[src/rtl/ttt_pkg.sv]
// rtl/ttt_pkg.sv - shared cell codes, line table, pick order and FSM states for the move generator
// No ports: constants, state type and a board cell accessor.
package ttt_pkg;

    localparam logic [1:0] CELL_EMPTY  = 2'b00;
    localparam logic [1:0] CELL_PLAYER = 2'b01;
    localparam logic [1:0] CELL_COMP   = 2'b10;
    localparam logic [1:0] CELL_OCC    = 2'b11;

    // Eight winning lines as cell-index triples; element 0 is the last entry below.
    localparam logic [7:0][2:0][3:0] LINES = {
        {4'd2, 4'd4, 4'd6},   // anti-diagonal
        {4'd0, 4'd4, 4'd8},   // diagonal
        {4'd2, 4'd5, 4'd8},   // column 2
        {4'd1, 4'd4, 4'd7},   // column 1
        {4'd0, 4'd3, 4'd6},   // column 0
        {4'd6, 4'd7, 4'd8},   // row 2
        {4'd3, 4'd4, 4'd5},   // row 1
        {4'd0, 4'd1, 4'd2}    // row 0
    };

    // Positional fallback: center, corners, edges. PICK_ORDER[0] is the center.
    localparam logic [8:0][3:0] PICK_ORDER = {
        4'd7, 4'd5, 4'd3, 4'd1, 4'd8, 4'd6, 4'd2, 4'd0, 4'd4
    };

    typedef enum logic [2:0] {
        ST_IDLE,
        ST_SCAN_WIN,
        ST_SCAN_BLOCK,
        ST_PICK,
        ST_DONE
    } state_t;

    // Out-of-range indices read as occupied so they can never be chosen.
    function automatic logic [1:0] cell_at(input logic [17:0] b, input logic [3:0] i);
        logic [1:0] c;
        c = CELL_OCC;
        for (int k = 0; k < 9; k++) begin
            if (i == k[3:0]) c = b[2*k +: 2];
        end
        return c;
    endfunction

endpackage

[src/rtl/ttt_line_check.sv]
// rtl/ttt_line_check.sv - combinational test of whether a cell completes a line for a given mark
// Ports: board (18b snapshot), idx (cell 0..8), mark (2b cell code) -> hit.
module ttt_line_check
    import ttt_pkg::*;
(
    input  logic [17:0] board,
    input  logic [3:0]  idx,
    input  logic [1:0]  mark,
    output logic        hit
);

    logic       line_hit;
    logic       on_line;
    logic [1:0] cnt;

    // The candidate cell is empty, so it never counts towards the mark; a line
    // through it with two mark cells therefore has exactly its other two cells set.
    always_comb begin
        line_hit = 1'b0;
        on_line  = 1'b0;
        cnt      = 2'd0;
        for (int l = 0; l < 8; l++) begin
            on_line = 1'b0;
            cnt     = 2'd0;
            for (int p = 0; p < 3; p++) begin
                if (LINES[l][p] == idx) on_line = 1'b1;
                if (cell_at(board, LINES[l][p]) == mark) cnt = cnt + 2'd1;
            end
            if (on_line && cnt == 2'd2) line_hit = 1'b1;
        end
        hit = (cell_at(board, idx) == CELL_EMPTY) && line_hit;
    end

endmodule

[src/rtl/ttt_move_gen.sv]
// rtl/ttt_move_gen.sv - multi-cycle computer move generator: win scan, block scan, positional pick
// Ports: clk, rst_n (async active-low), board[17:0], req, move_ack in;
//        comp_pos[3:0] (1..9, 0 = none), move_valid, no_move, busy out.
module ttt_move_gen
    import ttt_pkg::*;
#(
    parameter bit EN_BLOCK = 1'b1
) (
    input  logic        clk,
    input  logic        rst_n,
    input  logic [17:0] board,
    input  logic        req,
    input  logic        move_ack,
    output logic [3:0]  comp_pos,
    output logic        move_valid,
    output logic        no_move,
    output logic        busy
);

    state_t      state;
    logic [3:0]  idx;
    logic [17:0] snapshot;
    logic [1:0]  mark;
    logic        hit;
    logic        board_full;
    logic [3:0]  pick_idx;

    // One checker serves both passes; the mark follows the current pass.
    assign mark = (state == ST_SCAN_BLOCK) ? CELL_PLAYER : CELL_COMP;

    ttt_line_check u_line_check (
        .board (snapshot),
        .idx   (idx),
        .mark  (mark),
        .hit   (hit)
    );

    // Fullness is judged on the live board because it is the value being captured.
    always_comb begin
        board_full = 1'b1;
        for (int k = 0; k < 9; k++) begin
            if (board[2*k +: 2] == CELL_EMPTY) board_full = 1'b0;
        end
    end

    // Walk the order backwards so the earliest empty entry wins.
    always_comb begin
        pick_idx = 4'd4;
        for (int k = 8; k >= 0; k--) begin
            if (cell_at(snapshot, PICK_ORDER[k]) == CELL_EMPTY) pick_idx = PICK_ORDER[k];
        end
    end

    always_ff @(posedge clk or negedge rst_n) begin
        if (!rst_n) begin
            state      <= ST_IDLE;
            idx        <= 4'd0;
            snapshot   <= 18'd0;
            comp_pos   <= 4'd0;
            move_valid <= 1'b0;
            no_move    <= 1'b0;
            busy       <= 1'b0;
        end else begin
            case (state)
                ST_IDLE: begin
                    if (req) begin
                        snapshot <= board;
                        idx      <= 4'd0;
                        busy     <= 1'b1;
                        if (board_full) begin
                            comp_pos   <= 4'd0;
                            no_move    <= 1'b1;
                            move_valid <= 1'b1;
                            state      <= ST_DONE;
                        end else begin
                            state <= ST_SCAN_WIN;
                        end
                    end
                end
                ST_SCAN_WIN: begin
                    if (hit) begin
                        comp_pos   <= idx + 4'd1;
                        move_valid <= 1'b1;
                        state      <= ST_DONE;
                    end else if (idx != 4'd8) begin
                        idx <= idx + 4'd1;
                    end else begin
                        idx   <= 4'd0;
                        state <= EN_BLOCK ? ST_SCAN_BLOCK : ST_PICK;
                    end
                end
                ST_SCAN_BLOCK: begin
                    if (hit) begin
                        comp_pos   <= idx + 4'd1;
                        move_valid <= 1'b1;
                        state      <= ST_DONE;
                    end else if (idx != 4'd8) begin
                        idx <= idx + 4'd1;
                    end else begin
                        idx   <= 4'd0;
                        state <= ST_PICK;
                    end
                end
                ST_PICK: begin
                    comp_pos   <= pick_idx + 4'd1;
                    move_valid <= 1'b1;
                    state      <= ST_DONE;
                end
                ST_DONE: begin
                    if (move_ack) begin
                        comp_pos   <= 4'd0;
                        move_valid <= 1'b0;
                        no_move    <= 1'b0;
                        busy       <= 1'b0;
                        state      <= ST_IDLE;
                    end
                end
                default: begin
                    busy  <= 1'b0;
                    state <= ST_IDLE;
                end
            endcase
        end
    end

endmodule

[config.mk]
export PLATFORM = sky130hd
export DESIGN_NAME = ttt_move_gen
export DESIGN_NICKNAME = d
export VERILOG_FILES = /design/src/rtl/ttt_pkg.sv /design/src/rtl/ttt_line_check.sv /design/src/rtl/ttt_move_gen.sv
export SDC_FILE = /design/constraint.sdc
export NUM_CORES = 1
export LEC_CHECK = 0
export CAP_MARGIN = 20
export CORE_ASPECT_RATIO = 0.8
export CORE_MARGIN = 2
export CORE_UTILIZATION = 60
export DETAILED_ROUTE_END_ITERATION = 7
export PLACE_DENSITY = 0.83
export SYNTH_ARGS = -nofsm -noshare
export SYNTH_HDL_FRONTEND = slang
export SYNTH_HIERARCHICAL = 1
export SYNTH_SLANG_ARGS = --single-unit
[constraint.sdc]
create_clock -name clk -period 8.67 [get_ports clk]
set_input_delay 1.734 -clock clk [delete_from_list [all_inputs] [get_ports clk]]
set_output_delay 1.734 -clock clk [all_outputs]
set_load 0.01 [all_outputs]
==> flow_metrics.py, run 1 <==
# Auto-generated metrics
metrics = {
    "power_and_ir_drop": {
        "p_leak_nw": 1.24,
        "powerDensity_nw_per_um2": 372,
    },
    "grt": {
        "grt_pass1_wl_um": 10300,
        "grt_max_degree": 33,
        "grt_use_met3": 0.0353,
        "antenna_found_initial": 0,
        "busiest_layer": "met2",
    },
    "layout": {
        "final_layout_size_suffix_gt1_frac": 0.192,
        "area_growth_pct": 14.3,
        "logic_area_um2": 1750,
    },
    "clock_tree": {
        "cts_tree": "built",
        "post_cts_buffers": 0,
        "cts-resized-gates": 0,
        "ctsHoldBuffers": 0,
        "cts.sinks": 32,
        "path_clk_slew_ns": 0.07,
    },
    "logic_synthesis": {
        "edf_count": 0,
        "flop_cell": "dfrtp_1",
        "ys_chip_area_um2": 2700,
        "ys_warn_count": 6,
        "yosysUniqueCellTypes": 60,
        "ys_async_sr_fraction": 1.00,
        "ys_cells": 280,
        "ys_seq_frac": 0.297,
    },
    "drt": {
        "drc": 0,
    },
    "sta": {
        "fmax_ghz": 0.218,
        "fin_setup_tns_ns": 0,
        "maxSlewHeadroom": 0.528,
    },
    "placement": {
        "hpwlAfterDp_um": 4640,
        "gp_congestion": 0.897,
    },
    "flow_run": {
        "drv_cap": 0,
    },
    "floorplanning": {
        "die_height_um": 64.0,
        "core_area_um2": 4260,
        "die_w_um": 79.0,
        "io_pins": 29,
    },
    "worst_setup_path": {
        "crit_path_frequent_cell": "inv_1",
        "slowest_stage": "or2_2",
        "crit_path_end_kind": "flip-flop",
        "worstPathArrival_ns": 4.76,
    },
    "run_status": {
        "status": "finished, final reports clean",
    },
}
run 1: cells in the mapped netlist, types with 9 or more instances:
library cell	number	area (um^2)
a21oi_1	14	70.1
dfrtp_1	32	801
ha_1	16	200
inv_1	13	48.8
mux2_2	19	214
nand2_1	18	67.6
nor2_1	22	82.6
nor2b_1	9	56.3
nor3_1	9	45.0
o21ai_0	15	75.1
o22ai_1	9	56.3
xnor2_1	15	131
run 1: path summary, 6_finish.rpt:
kind / start / end / slack (ns) / depth (start not counted)
setup reg to reg: state[0] / comp_pos[3] / 4.08 / 17
hold / removal: move_valid / move_valid / 0.52 / 1
setup / recovery: state[0] / comp_pos[3] / 4.08 / 17
hold reg to reg: move_valid / move_valid / 0.52 / 1
min in group asynchronous: rst_n / snapshot[15] / 1.83 / 2
max in group asynchronous: rst_n / no_move / 6.54 / 2
run 1: per-layer routing:
metal  share of wire  vias up
li1                -     1069
met1            0.47     1083
met3           0.053       10
met5               0        -
met2            0.46       82
met4           0.013        0
run 1: state kept, by name, summed over array words and instances, names as in the netlist:
register / count
busy: 1
comp_pos: 4
idx: 4
move_valid: 1
no_move: 1
snapshot: 18
state: 3
run 1: through the flow:
step	utilization	worst slack [ns]	cell area [um^2]
after floorplan	-	4.94	2700
after global placement	0.698	4.34	2970
after detailed placement	0.698	4.12	2970
after CTS	0.724	4.09	3080
after global routing	0.724	3.78	3080
final	0.724	4.08	3080
run 1: area by class of cell:
cell class,count,share of cell area
Clock buffer,5,0.0223
Clock inverter,3,0.0138
Inverter,14,0.0170
Multi-Input combinational cell,224,0.568
Sequential cell,32,0.260
Tap cell,57,0.0231
Timing Repair Buffer,30,0.0958
run 1: cells in the final DEF, fill, tap and decap left out, types with 9 or more instances in the layout:
| cell type | instances |
|---|---|
| nor2_1 | 22 |
| nor2b_1 | 9 |
| ha_1 | 16 |
| nor3_1 | 9 |
| o21ai_0 | 15 |
| a21oi_1 | 14 |
| o22ai_1 | 9 |
| nand2_1 | 18 |
| inv_1 | 13 |
| mux2_2 | 19 |
| dfrtp_1 | 32 |
| clkdlybuf4s50_1 | 28 |
| xnor2_1 | 15 |
run 1: logic make-up (layout without fill, tap and decap cells):
logic type	count (synthesis)	count (layout)	synth area share
DFF	32	32	0.297
and+or+nand+nor	92	92	0.189
muxes	28	28	0.126
xor gates and xnor gates	22	22	0.0826
buffers and inverters	24	52	0.0557
AOI/OAI and AO/OA	66	66	0.175
adders and majority gates	16	16	0.0742
run 1: power by group:
part           switching (W)  internal [W]
combinational       0.000318      0.000330
sequential          0.000136      0.000218
clock              0.0000599     0.0000850
total               0.000514      0.000633
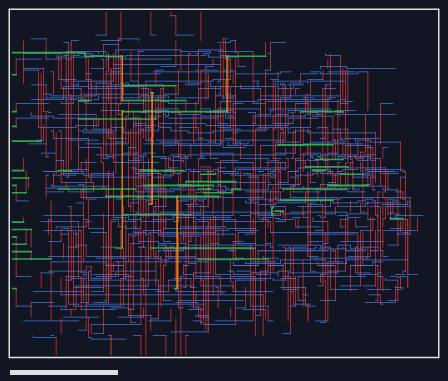
Figure 1: run 1, wiring by layer.
The bar under the picture is 20 um long.
colour	layer	wire length
red	met2	2760 um
orange	met4	80.9 um
green	met3	318 um
blue	met1	2850 um
final WL: 6010 um
post-DR wirelength/cell: 16.5 um
gr usage total: 0.263

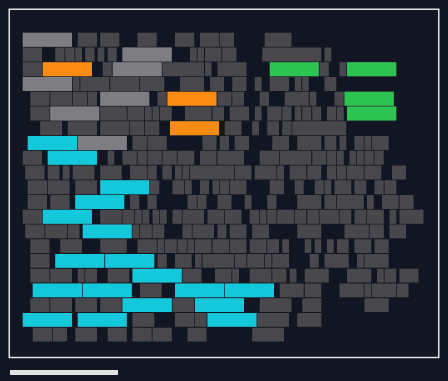
Figure 2: run 1, register map, names as in the netlist.
The bar under the picture is 20 um long. Other sequential cells in the stronger grey, the rest of the logic in the fainter grey.
colour	netlist name	sequential cells
cyan	snapshot	18
orange	state	3
green	idx	4
not coloured	7
Flop+latch power: 0.000354 W
Reg area: 801 um^2
final core occ: 0.724
sequential share of cell area: 0.260

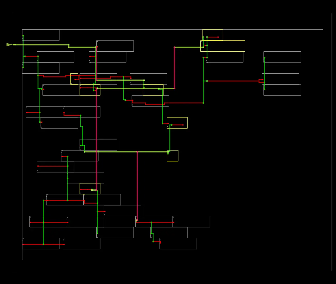
Figure 3: run 1, clock wiring as the flow saved it.
clock skew: 0.00685 ns
later-pin clock latency in the skew report: 0.29 ns
CTS Buf Count: 5

==> run 1 -> run 2 <==
--- a/config.mk
+++ b/config.mk
@@ -8,9 +8,9 @@
 export CAP_MARGIN = 20
 export CORE_ASPECT_RATIO = 0.8
 export CORE_MARGIN = 2
-export CORE_UTILIZATION = 60
+export CORE_UTILIZATION = 52
 export DETAILED_ROUTE_END_ITERATION = 7
-export PLACE_DENSITY = 0.83
+export PLACE_DENSITY = 0.76
 export SYNTH_ARGS = -nofsm -noshare
 export SYNTH_HDL_FRONTEND = slang
 export SYNTH_HIERARCHICAL = 1
==> constraint.sdc (replaced) <==
create_clock -name clk -period 4.2 [get_ports clk]
set_input_delay 0.84 -clock clk [delete_from_list [all_inputs] [get_ports clk]]
set_output_delay 0.84 -clock clk [all_outputs]
set_load 0.01 [all_outputs]
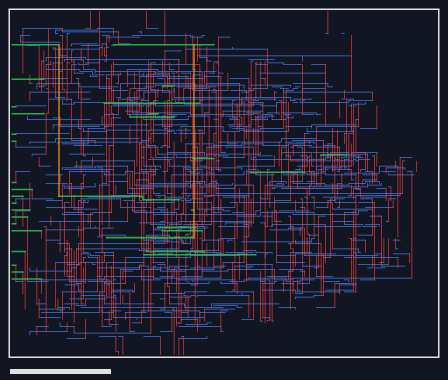
Figure 4: run 2, wiring by layer.
The bar under the picture is 20 um long.
colour	layer	wire length
orange	met4	68.0 um
green	met3	217 um
red	met2	2670 um
blue	met1	3070 um
final WL: 6020 um
gr usage total: 0.227
via count: 2185
post-DR wirelength/cell: 16.0 um

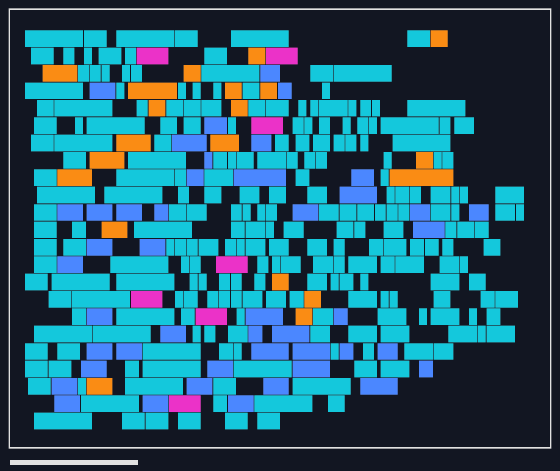
Figure 5: run 2, cell sizes after repair.
The bar under the picture is 20 um long.
colour	size	cells	share	most used
orange	drive 3 to 4	20	6.3%	buf_4
magenta	drive 6 and up	7	2.2%	clkbuf_8
cyan	drive 1 or less	243	77%	dfrtp_1
blue	drive 2	45	14%	mux2_2
Synth-to-Final Area Change: 17.2%
Non-CTS buffers: 38
final worst slack: 0.215 ns

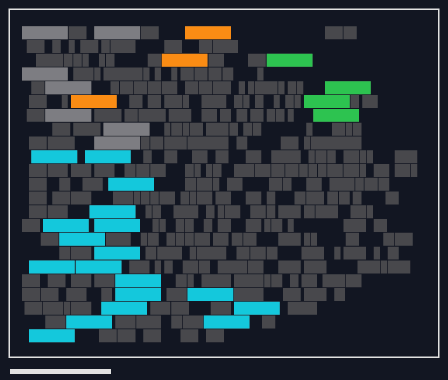
Figure 6: run 2, register map, names as in the netlist.
The bar under the picture is 20 um long. Other sequential cells in the stronger grey, the rest of the logic in the fainter grey.
colour	netlist name	sequential cells
green	idx	4
cyan	snapshot	18
orange	state	3
not coloured	7
final core occ: 0.631
sequential share of cell area: 0.253
Flop+latch power: 0.000710 W

==> run 2 against run 1 <==
Effect of this change:
- core utilization shrank 9.3 points
- clock-buffer cell count grew 2
- sequential power increased by 100%
- die area rose by 14%
- via count is 2.6% lower
- critical path depth rose by 1
- critical path type unchanged
- hold slack worse by 0.021 ns
- first-iteration DRC count shrank 23%
- sequential share of layout area decreased by 0.64 points
- non-clock buffer count up 8
- global-route usage shrank 3.5 points
- register-to-register slack got worse by 3.9 ns
==> flow_metrics.py, run 2 <==
# Auto-generated metrics
metrics = {
    "logic_synthesis": {
        "ys_seq_frac": 0.297,
        "flop_cell": "dfrtp_1",
        "ys_warn_count": 6,
        "topCellsByArea": "dfrtp_1, mux2_2, ha_1, xnor2_1, nor2_1",
        "most_common_cell": "dfrtp_1",
    },
    "placement": {
        "gp_congestion": 0.909,
        "place_ws_ns": 0.173,
    },
    "sta": {
        "fin_setup_tns_ns": 0,
        "fmax_ghz": 0.251,
        "maxSlewHeadroom": 0.531,
    },
    "layout": {
        "largest_reg_flops": 18,
        "largest-register": "snapshot",
        "final_layout_size_suffix_gt1_frac": 0.229,
        "layout_top_cell": "dfrtp_1",
    },
    "grt": {
        "grt_max_degree": 33,
    },
    "worst_setup_path": {
        "crit_path_end_kind": "flip-flop",
        "cp_num_cells": 18,
        "worstPathArrival_ns": 4.15,
        "reg2reg_depth": 18,
        "slowest_stage": "dfrtp_1",
    },
    "floorplanning": {
        "die_w_um": 84.5,
        "core_area_um2": 5010,
        "die_height_um": 68.4,
        "io_pins": 29,
    },
    "clock_tree": {
        "cts_tree": "built",
        "clk_latency_ns": 0.28,
    },
    "run_status": {
        "status": "finished, final reports clean",
    },
    "power_and_ir_drop": {
        "powerDensity_nw_per_um2": 753,
    },
    "worst_hold_path": {
        "hp-start": "move_valid",
        "holdPathStages": 1,
    },
}
run 2: cell count changes in the layout (fill, tap and decap cells not counted), sizes merged:
cell	before	now
clkbuf	5	7
inv	14	13
bufinv	1	0
buf	2	10
clkinv	1	0
run 2: cell type report:
| cell class | instances | area, um^2 | area share |
|---|---|---|---|
| clock buffers | 7 | 96.3 | 0.0305 |
| repair buffers | 38 | 355 | 0.112 |
| inverters | 14 | 56.3 | 0.0178 |
| multi-input cells | 224 | 1770 | 0.561 |
| flip-flops and latches | 32 | 801 | 0.253 |
| well taps | 62 | 77.6 | 0.0245 |
run 2: timing repair:
action / in CTS / in global routing
endpoints found under the setup margin: 0 / 6
gates resized: 0 / 7
setup buffers: 0 / 3
run 2: where the power goes:
part | switching [W] | leakage, nW | internal, W
sequential | 0.000260 | 0.388 | 0.000450
combinational | 0.000688 | 0.846 | 0.000723
clock | 0.000112 | 0.0503 | 0.000146
total | 0.00106 | 1.28 | 0.00132
run 2: worst paths after layout:
kind	endpoint	slack, ns
setup / recovery	comp_pos[0]	0.21
hold / removal	move_valid	0.50
setup reg to reg	comp_pos[0]	0.21
hold reg to reg	move_valid	0.50
max in group asynchronous	snapshot[0]	2.96
min in group asynchronous	idx[0]	0.94
run 2: logic make-up (layout without fill, tap and decap cells):
| group | after synthesis | after routing | synth area share |
|---|---|---|---|
| simple gates | 92 | 92 | 0.189 |
| compound gates | 66 | 66 | 0.175 |
| flops | 32 | 32 | 0.297 |
| mux | 28 | 28 | 0.126 |
| buf+inv | 24 | 59 | 0.0557 |
| xor+xnor | 22 | 22 | 0.0826 |
| fa+ha+maj | 16 | 16 | 0.0742 |
run 2: metal layers:
layer,global-route usage,wire length (um),vias up
met5,0,0,-
met3,0.0410,216,5
li1,-,-,1085
met2,0.344,2670,47
met4,0.0694,68,0
met1,0.332,3070,1048
run 2: per-stage QoR:
| stage | cell area [um^2] | std cells | util | hold slack, ns |
|---|---|---|---|---|
| after global routing | 3160 | 377 | 0.631 | 0.533 |
| after global placement | 3020 | 367 | 0.602 | 0.486 |
| after floorplan | 2700 | 280 | - | 0.526 |
| after detailed placement | 3020 | 367 | 0.602 | 0.488 |
| after CTS | 3110 | 374 | 0.621 | 0.508 |
| final | 3160 | 377 | 0.631 | 0.503 |
run 2: worst reg2reg max path, cell delays in order, from the launching register on:
cell	delay, ns
dfrtp_1	0.37
nand2b_2	0.21
or2_2	0.34
buf_4	0.22
xnor2_2	0.15
nand2_2	0.12
inv_1	0.10
ha_1	0.31
nor2b_1	0.14
mux2i_2	0.22
buf_4	0.15
nor3_1	0.04
a211oi_1	0.27
a41oi_2	0.23
o21a_1	0.22
a211oi_1	0.18
o21ai_0	0.13
o41a_4	0.16
mux2_4	0.31
==> run 2 -> run 3 <==
--- a/config.mk
+++ b/config.mk
@@ -6,9 +6,11 @@
 export NUM_CORES = 1
 export LEC_CHECK = 0
 export CAP_MARGIN = 20
+export CELL_PAD_IN_SITES_DETAIL_PLACEMENT = 1
+export CELL_PAD_IN_SITES_GLOBAL_PLACEMENT = 2
 export CORE_ASPECT_RATIO = 0.8
 export CORE_MARGIN = 2
-export CORE_UTILIZATION = 52
+export CORE_UTILIZATION = 33
 export DETAILED_ROUTE_END_ITERATION = 7
 export PLACE_DENSITY = 0.76
 export SYNTH_ARGS = -nofsm -noshare
==> run 3 against run 2 <==
Effect of this change:
- non-clock buffer count down 2
- routed wire length rose by 14%
- final cell count grew 12%
- die area grew 54%
- largest cell class unchanged
- sequential share of layout area is 0.24 points lower
- clock skew shrank 0.0017 ns
- final area up 0.95%
- critical endpoint is now comp_pos[2]
- first-iteration DRC count shrank 15%
- global-route usage is 6.4 points lower
- highest routed layer unchanged
- flip-flop count unchanged
- sequential power increased by 2%
==> flow_metrics.py, run 3 <==
# Auto-generated metrics
metrics = {
    "worst_setup_path": {
        "slowest_stage": "dfrtp_1",
        "reg2reg_depth": 17,
        "rr_endpoint": "comp_pos[2]",
        "worstPathArrival_ns": 4.13,
        "crit_path_end_kind": "flip-flop",
        "ff2ff_setup_slack_ns": 0.25,
    },
    "layout": {
        "largest_reg_flops": 18,
        "largestRegisters": "snapshot x18, comp_pos x4, idx x4",
        "final_cell_mix": "dfrtp_1, clkdlybuf4s50_1, nor2_1",
        "largest-register": "snapshot",
        "layout_top_cell": "dfrtp_1",
    },
    "clock_tree": {
        "cts_buffers": 5,
        "ctsHoldBuffers": 0,
        "cts.sinks": 32,
        "path_clk_slew_ns": 0.07,
    },
    "grt": {
        "grt_pass1_wl_um": 11500,
        "grt_max_degree": 33,
    },
    "drt": {
        "drc": 0,
    },
    "floorplanning": {
        "core_area_um2": 7950,
        "die_height_um": 84.9,
        "die_w_um": 105,
    },
    "flow_run": {
        "drv_cap": 0,
    },
    "worst_hold_path": {
        "holdPathStages": 1,
    },
    "run_status": {
        "status": "finished, final reports clean",
    },
    "logic_synthesis": {
        "ys_cells": 280,
        "ys_warn_count": 6,
        "synthTopCellsByCount": "dfrtp_1, nor2_1, mux2_2",
        "ys_async_sr_fraction": 1.00,
        "ys_seq_frac": 0.297,
    },
    "sta": {
        "fmax_ghz": 0.253,
        "maxSlewHeadroom": 0.476,
        "fin_hold_ws_ns": 0.508,
    },
    "power_and_ir_drop": {
        "powerDensity_nw_per_um2": 747,
    },
}
-- run 3: netlist changes by cell type in the layout (fill, tap and decap cells not counted) --
| cell | change |
|---|---|
| nand2b_2 | -1 |
| nand2_1 | +1 |
| inv_2 | +1 |
| inv_1 | -1 |
| xnor2_1 | +1 |
| o21ai_0 | +1 |
| buf_4 | -2 |
| xnor2_2 | -1 |
| o21ai_1 | -1 |
| nand2b_1 | +1 |
| nand2_2 | -1 |
-- run 3: cells by family (layout without fill, tap and decap cells) --
| group | after synthesis | after routing | synth area share |
|---|---|---|---|
| simple gates | 92 | 92 | 0.189 |
| compound gates | 66 | 66 | 0.175 |
| flops | 32 | 32 | 0.297 |
| mux | 28 | 28 | 0.126 |
| buf+inv | 24 | 57 | 0.0557 |
| xor+xnor | 22 | 22 | 0.0826 |
| fa+ha+maj | 16 | 16 | 0.0742 |
-- run 3: repair_timing --
action	4_1_cts	5_1_grt
resized	0	4
setup endpoints to repair	0	6
setup buffers	0	1
-- run 3: cell type report --
| type | instances | area (um^2) | share of cell area |
|---|---|---|---|
| clock buffers | 7 | 96.3 | 0.0302 |
| flip-flops and latches | 32 | 801 | 0.251 |
| repair buffers | 36 | 340 | 0.107 |
| inverters | 14 | 56.3 | 0.0176 |
| well taps | 108 | 135 | 0.0424 |
| multi-input cells | 224 | 1760 | 0.552 |
-- run 3: worst reg2reg max path, stage by stage, from the launching register on --
cell       delay, ns
dfrtp_1         0.38
nand2b_1        0.19
or2_2           0.33
buf_4           0.21
xnor2_1         0.15
nand2_2         0.13
inv_2           0.07
ha_1            0.30
nor2b_1         0.14
mux2i_2         0.23
o21ai_2         0.10
a2111oi_4       0.36
a41oi_2         0.25
o21a_1          0.23
a211oi_1        0.17
o21ai_0         0.12
o41a_4          0.15
mux2_4          0.31
-- run 3: worst max-delay path by stage --
stage | depth (start not counted) | startpoint | slack (ns) | to
after floorplan | 18 | state[0] | 0.47 | comp_pos[0]
after global placement | 18 | state[0] | 0.16 | comp_pos[0]
after detailed placement | 17 | state[0] | 0.08 | comp_pos[3]
after CTS | 17 | state[0] | 0.07 | comp_pos[2]
after global routing | 18 | state[0] | -0.01 | comp_pos[2]
final | 17 | state[0] | 0.25 | comp_pos[2]
-- run 3: per-layer routing --
metal / track usage / part of all wire
met5: 0 / 0
met4: 0.0497 / 0.017
met3: 0.0246 / 0.028
met2: 0.237 / 0.43
met1: 0.248 / 0.53
-- run 3: per-stage QoR --
| stage | setup WS, ns | instance area [um^2] | setup TNS (ns) | cells |
|---|---|---|---|---|
| floorplan | 0.468 | 2700 | 0 | 280 |
| global placement | 0.163 | 3070 | 0 | 413 |
| detailed placement | 0.0842 | 3070 | 0 | 413 |
| CTS | 0.0672 | 3170 | 0 | 420 |
| global route | -0.0115 | 3190 | -0.0218 | 421 |
| finish | 0.246 | 3190 | 0 | 421 |
-- run 3: report_power, final --
group / leakage (nW) / switching, W / internal, W
clock: 0.0503 / 0.000121 / 0.000146
sequential: 0.388 / 0.000272 / 0.000449
combinational: 0.827 / 0.000688 / 0.000706
total: 1.26 / 0.00108 / 0.00130
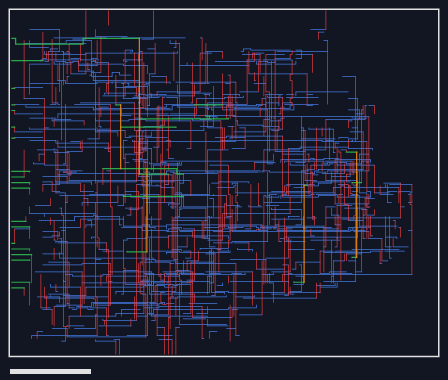
Figure 7: run 3, wiring by layer.
The bar under the picture is 20 um long.
colour	layer	wire length
blue	met1	3630 um
red	met2	2920 um
orange	met4	119 um
green	met3	192 um
final WL: 6860 um
post-DR wirelength/cell: 16.3 um

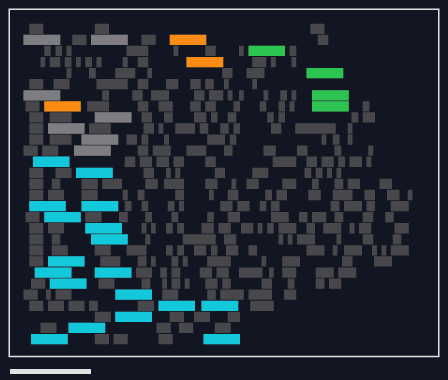
Figure 8: run 3, register map, names as in the netlist.
The bar under the picture is 20 um long. Other sequential cells in the stronger grey, the rest of the logic in the fainter grey.
colour	netlist name	sequential cells
orange	state	3
cyan	snapshot	18
green	idx	4
not coloured	7
Flop+latch power: 0.000721 W
final core occ: 0.402
sequential share of cell area: 0.251

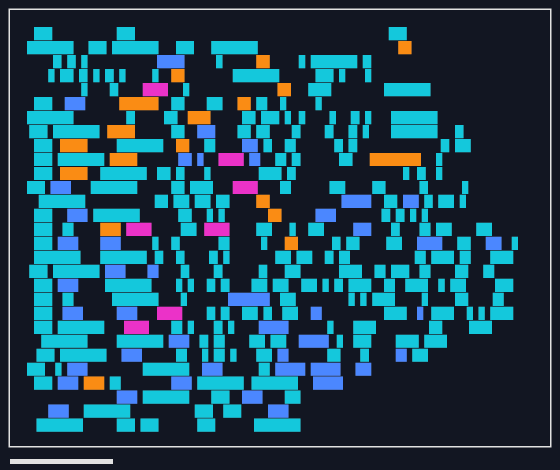
Figure 9: run 3, cell sizes after repair.
The bar under the picture is 20 um long.
colour	size	cells	share	most used
magenta	drive 6 and up	7	2.2%	clkbuf_8
cyan	drive 1 or less	245	78%	dfrtp_1
blue	drive 2	43	14%	mux2_2
orange	drive 3 to 4	18	5.8%	buf_4
Synth-to-Final Area Change: 18.3%
Non-CTS buffers: 36
final worst slack: 0.246 ns
Final Cell Area: 3190 um^2

Power is estimated from default activity; no workload was simulated.
